===== src/rtl/regfile_write_arbiter.sv =====
// regfile_write_arbiter: controller for the register file's single write port.
// After reset it sweeps r1..r31 with INIT_VALUE. It then shares the port between
// the writeback stage, which has priority, and a 2-entry buffer of multiply/divide
// results. A starvation guard forces the buffer head through after STARVE_LIMIT
// consecutive denied cycles.
module regfile_write_arbiter #(
  parameter logic [31:0] INIT_VALUE   = 32'hFFFF_FFFF,
  parameter int          STARVE_LIMIT = 4
) (
  input  logic        clk,
  input  logic        reset,
  input  logic        wb_valid,
  input  logic [4:0]  wb_addr,
  input  logic [31:0] wb_data,
  output logic        wb_stall,
  input  logic        md_valid,
  output logic        md_ready,
  input  logic [4:0]  md_addr,
  input  logic [31:0] md_data,
  output logic        rf_we,
  output logic [4:0]  rf_wr_addr,
  output logic [31:0] rf_wr_data,
  output logic        init_busy
);

  // Starvation counter must be able to hold STARVE_LIMIT itself (it saturates there).
  localparam int SW = (STARVE_LIMIT < 2) ? 1 : $clog2(STARVE_LIMIT + 1);
  localparam logic [SW-1:0] STARVE_MAX = SW'(STARVE_LIMIT);

  typedef enum logic {
    ST_INIT = 1'b0,
    ST_RUN  = 1'b1
  } state_e;

  state_e         state_q, state_d;
  logic [4:0]     sweep_q, sweep_d;
  logic [4:0]     fifo_addr_q [2];
  logic [31:0]    fifo_data_q [2];
  logic           rd_ptr_q, wr_ptr_q;
  logic [1:0]     count_q, count_d;
  logic [SW-1:0]  starve_q, starve_d;

  logic           fifo_empty_s;
  logic           force_s;
  logic           push_s;
  logic           pop_s;
  logic           grant_s;
  logic           we_s;
  logic [4:0]     addr_s;
  logic [31:0]    data_s;
  logic           stall_s;
  logic           ready_s;
  logic           busy_s;

  // Next-state logic and write-port grant: sweep in INIT, prioritised arbitration in RUN.
  always_comb begin
    state_d      = state_q;
    sweep_d      = sweep_q;
    pop_s        = 1'b0;
    grant_s      = 1'b0;
    addr_s       = 5'd0;
    data_s       = 32'd0;
    stall_s      = 1'b1;
    ready_s      = 1'b0;
    busy_s       = 1'b1;
    fifo_empty_s = (count_q == 2'd0);
    force_s      = (starve_q == STARVE_MAX) && !fifo_empty_s;
    case (state_q)
      ST_INIT: begin
        grant_s = 1'b1;
        addr_s  = sweep_q;
        data_s  = INIT_VALUE;
        sweep_d = sweep_q + 5'd1;
        if (sweep_q == 5'd31) begin
          state_d = ST_RUN;
        end else begin
          state_d = ST_INIT;
        end
      end
      ST_RUN: begin
        busy_s  = 1'b0;
        ready_s = (count_q < 2'd2);
        if (force_s) begin
          // Head has waited long enough: it takes the port and writeback holds.
          grant_s = 1'b1;
          pop_s   = 1'b1;
          addr_s  = fifo_addr_q[rd_ptr_q];
          data_s  = fifo_data_q[rd_ptr_q];
          stall_s = 1'b1;
        end else if (wb_valid) begin
          grant_s = 1'b1;
          addr_s  = wb_addr;
          data_s  = wb_data;
          stall_s = 1'b0;
        end else if (!fifo_empty_s) begin
          grant_s = 1'b1;
          pop_s   = 1'b1;
          addr_s  = fifo_addr_q[rd_ptr_q];
          data_s  = fifo_data_q[rd_ptr_q];
          stall_s = 1'b0;
        end else begin
          stall_s = 1'b0;
        end
      end
      default: begin
        state_d = ST_INIT;
        sweep_d = 5'd1;
      end
    endcase
    push_s = md_valid && ready_s;
    // A granted write to r0 is consumed silently.
    we_s   = grant_s && (addr_s != 5'd0);
  end

  // Buffer occupancy and starvation counter next-state.
  always_comb begin
    count_d  = count_q;
    starve_d = starve_q;
    if (push_s && !pop_s) begin
      count_d = count_q + 2'd1;
    end else if (!push_s && pop_s) begin
      count_d = count_q - 2'd1;
    end else begin
      count_d = count_q;
    end
    if ((state_q != ST_RUN) || fifo_empty_s || pop_s) begin
      starve_d = {SW{1'b0}};
    end else if (starve_q == STARVE_MAX) begin
      starve_d = starve_q;
    end else begin
      starve_d = starve_q + SW'(1);
    end
  end

  // Output drive: the write port stays quiet while reset is held.
  always_comb begin
    if (!reset) begin
      rf_we      = 1'b0;
      rf_wr_addr = 5'd0;
      rf_wr_data = 32'd0;
    end else begin
      rf_we      = we_s;
      rf_wr_addr = addr_s;
      rf_wr_data = data_s;
    end
    wb_stall  = stall_s;
    md_ready  = ready_s;
    init_busy = busy_s;
  end

  // Controller state and sweep address.
  always_ff @(posedge clk or negedge reset) begin
    if (!reset) begin
      state_q <= ST_INIT;
      sweep_q <= 5'd1;
    end else begin
      state_q <= state_d;
      sweep_q <= sweep_d;
    end
  end

  // MD result buffer: two slots with wrap-around read/write pointers.
  always_ff @(posedge clk or negedge reset) begin
    if (!reset) begin
      fifo_addr_q[0] <= 5'd0;
      fifo_addr_q[1] <= 5'd0;
      fifo_data_q[0] <= 32'd0;
      fifo_data_q[1] <= 32'd0;
      rd_ptr_q       <= 1'b0;
      wr_ptr_q       <= 1'b0;
      count_q        <= 2'd0;
    end else begin
      if (push_s) begin
        fifo_addr_q[wr_ptr_q] <= md_addr;
        fifo_data_q[wr_ptr_q] <= md_data;
        wr_ptr_q              <= ~wr_ptr_q;
      end
      if (pop_s) begin
        rd_ptr_q <= ~rd_ptr_q;
      end
      count_q <= count_d;
    end
  end

  // Starvation counter for the buffer head.
  always_ff @(posedge clk or negedge reset) begin
    if (!reset) begin
      starve_q <= {SW{1'b0}};
    end else begin
      starve_q <= starve_d;
    end
  end

endmodule


===== config.mk =====
export PLATFORM = sky130hd
export DESIGN_NAME = regfile_write_arbiter
export DESIGN_NICKNAME = d
export VERILOG_FILES = /design/src/rtl/regfile_write_arbiter.sv
export SDC_FILE = /design/constraint.sdc
export NUM_CORES = 1
export LEC_CHECK = 0
export ABC_CLOCK_PERIOD_IN_PS = 2900
export CAP_MARGIN = 25
export CORE_ASPECT_RATIO = 0.9
export CORE_MARGIN = 1
export CORE_UTILIZATION = 50
export CTS_BUF_LIST = sky130_fd_sc_hd__clkbuf_4
export DETAILED_ROUTE_END_ITERATION = 8
export GPL_TIMING_DRIVEN = 0
export PLACE_DENSITY_LB_ADDON = 0.12
export SYNTH_ARGS = -nofsm -noshare
export SYNTH_HDL_FRONTEND = slang
export SYNTH_SLANG_ARGS = --single-unit
export TNS_END_PERCENT = 50

===== constraint.sdc =====
create_clock -name clk -period 2.9 [get_ports clk]
set_clock_uncertainty 0.2 [all_clocks]
set_input_delay 0.435 -clock clk [delete_from_list [all_inputs] [get_ports clk]]
set_output_delay 0.435 -clock clk [all_outputs]
set_load 0.02 [all_outputs]

==> flow_metrics.tcl, run 1 <==
# place-and-route summary
set metrics [dict create \
    die_area_um2 9200 \
    top_area_share_pct 48.8 \
    area_share_nonclk_buffers_pct 23.6 \
    yosys_cell_count 383 \
    routabilityCongestion 0.761 \
    ant_nets 0 \
    timing.critical_path.depth 9 \
    number_of_antenna_violations_at_the_first_check_in_global_routing 0 \
    reg2reg_setup_slack_ns 0.83 \
    detail_route.first_pass.iterations 6 \
    power.density_cell_area_nw_per_um2 883 \
    max-vdd-ir-drop_mv 0.391 \
    worst_setup_path_end_kind "output port" \
    run_status "finished with violations" \
    post_synth.cell_area_avg_um2 11.5 \
    largest_register_ff_count 64 \
    violations "DRC" \
    largestPowerGroup "combinational logic" \
    slowest_stage "sky130_fd_sc_hd__dfrtp_1" \
    max_slew.worst_pin.slew_ns 0.519 \
    seq_cells_post_synth 87 \
    clock_power_uw 751 \
    grt_util_met2_pct 42.4 \
    slew_headroom_pct 65.4 \
    crit_start "starve_q[0]" \
    utilization_pct 71.8 \
    initCoreUtil_pct 51.5 \
    critical-path-max-stage-delay_ns 0.43 \
    drt_drc_violations_left 1 \
    synthesized_cell_area_um2 4410 \
]
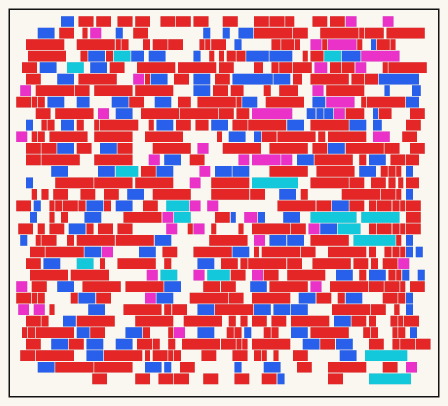
Fig. 1. Drive-strength map (run 1).
- _6 and larger: cyan (cells 16; share 3.0%)
- _2 cells: blue (cells 126; share 24%)
- _0 and _1 cells: red (cells 347; share 65%)
- _3 and _4 cells: magenta (cells 44; share 8.3%)

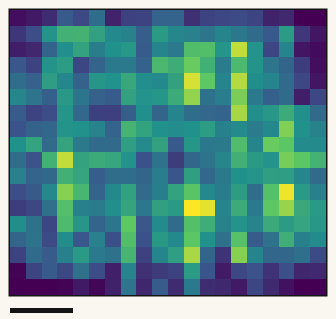
Fig. 2. Wire density map (run 1).
Scale bar: 20 um. The die is cut into 20 by 18 equal tiles; dark purple is low, yellow is high, scaled to the fullest tile. Values are wire area over tile area, all layers added.
- densest ninth of the die: east
- fullest tile: 0.47
- tiles over half the peak: 33%
- mean over tiles: 0.19
gr usage total: 25.6%
detail-routed net length per standard cell: 17.1 um
total wirelength of the detailed-routed design: 11100 um
count of vias placed by the detailed router: 3476

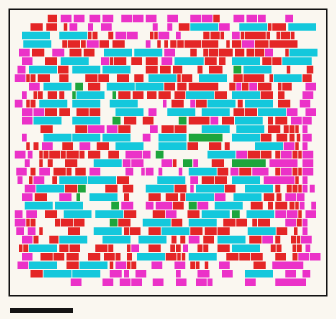
Fig. 3. Placement by cell class (run 1).
Scale bar: 20 um.
- flops: cyan (cells 87; share of their area 36%)
- clock drivers and dummy loads: green (cells 16; share of their area 2.6%)
- combinational and other logic: red (cells 271; share of their area 37%)
- other buffers and delay cells: magenta (cells 159; share of their area 24%)

--- run 2 (diff from run 1) ---
Settings changed: PLACE_DENSITY set to 0.82, PLACE_DENSITY_LB_ADDON 0.12 to unset.
==> run 2 against run 1 <==
  * The flow finishes with violations (setup timing)
  * Combinational power decreased by 2%
  * Wire length increased by 2.2%
  * Register-to-register slack worse by 0.07 ns
  * Cell count up 0.15%
  * Utilization shrank 1.3 points
  * Clock power decreased by 25%
  * Global-route usage up 0.26 points
  * Sequential share of layout area rose by 0.64 points
  * Die area did not move
  * Sequential power about the same
  * Critical path type unchanged
  * Largest power group unchanged
  * Highest routed layer unchanged
==> flow_metrics.tcl, run 2 <==
# place-and-route summary
set metrics [dict create \
    run_status "finished with violations" \
    violations "setup timing" \
    utilization_pct 70.6 \
    yosys_cell_count 383 \
    largestPowerGroup "combinational logic" \
    timing.critical_path.depth 9 \
    max_slew.worst_pin.slew_ns 0.526 \
    via_count 3543 \
    required_ns 2.27 \
    timing.final.setup_violations 1 \
    slowest_stage "sky130_fd_sc_hd__dfrtp_1" \
    synthesized_cell_area_um2 4410 \
    number_of_antenna_violations_at_the_first_check_in_global_routing 0 \
    top_area_share_pct 48.8 \
    critical-path-max-stage-delay_ns 0.38 \
    slew_headroom_pct 64.9 \
    reg2reg_setup_slack_ns 0.76 \
    nWellTaps 119 \
    global_route_wire_length_before_repair_um 17900 \
    setup_ws_ns -0.0222 \
    final.setup.tns_ns -0.0222 \
    drt-wirelength-per-cell_um 17.4 \
    worst_setup_path_end_kind "output port" \
    synth.yosys.chip_area_um2 4410 \
    detail_route.first_pass.iterations 5 \
    routabilityCongestion 0.793 \
    seqCellArea_um2 2180 \
    area_share_nonclk_buffers_pct 23.3 \
    drt_drc_violations_left 0 \
    largest_register_ff_count 64 \
    max-vdd-ir-drop_mv 0.374 \
    initCoreUtil_pct 51.5 \
    grt_util_met2_pct 46.3 \
    final_number_of_hold_violating_endpoints 0 \
    globalRouteTotalUtil_pct 25.9 \
    die_width_um 101 \
    h-tree-depth 3 \
    power.density_cell_area_nw_per_um2 859 \
    crit_start "starve_q[0]" \
    clock_power_uw 565 \
]
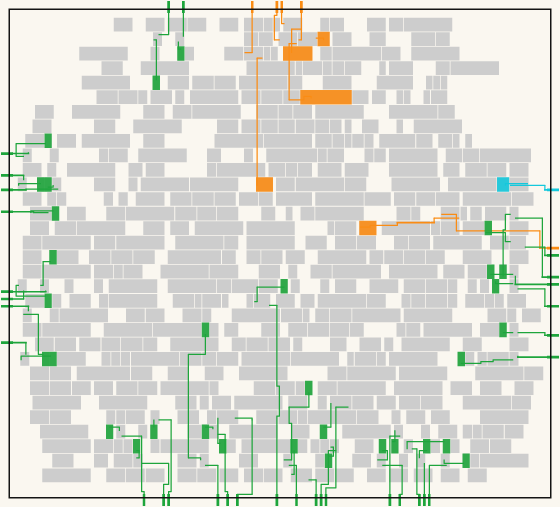
Fig. 4. I/O nets highlighted (run 2).
- md_valid: cyan (direction input; edge east; end cells 1; buffers 1; wire 12.5 um)
- wb_addr: orange (direction input; edge 4 north, 1 east; end cells 5; buffers 5; wire 120 um)
- rf_wr_data: green (direction output; edge 16 south, 8 west, 6 east, 2 north; end cells 32; buffers 32; wire 521 um)

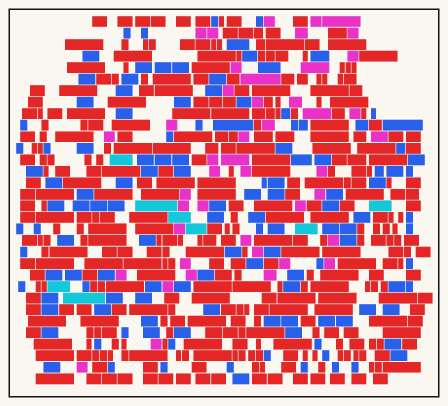
Fig. 5. Drive-strength map (run 2).
- _3 and _4 cells: magenta (cells 44; share 8.2%)
- _2 cells: blue (cells 128; share 24%)
- _6 and larger: cyan (cells 8; share 1.5%)
- _0 and _1 cells: red (cells 354; share 66%)
Non-clock buffers: 159
worst-case setup margin in the final layout: -0.0222 ns
final standard cell area without fillers: 6050 um^2
area added between synthesis and finish: 37.0%

Power is estimated from default activity; no workload was simulated.
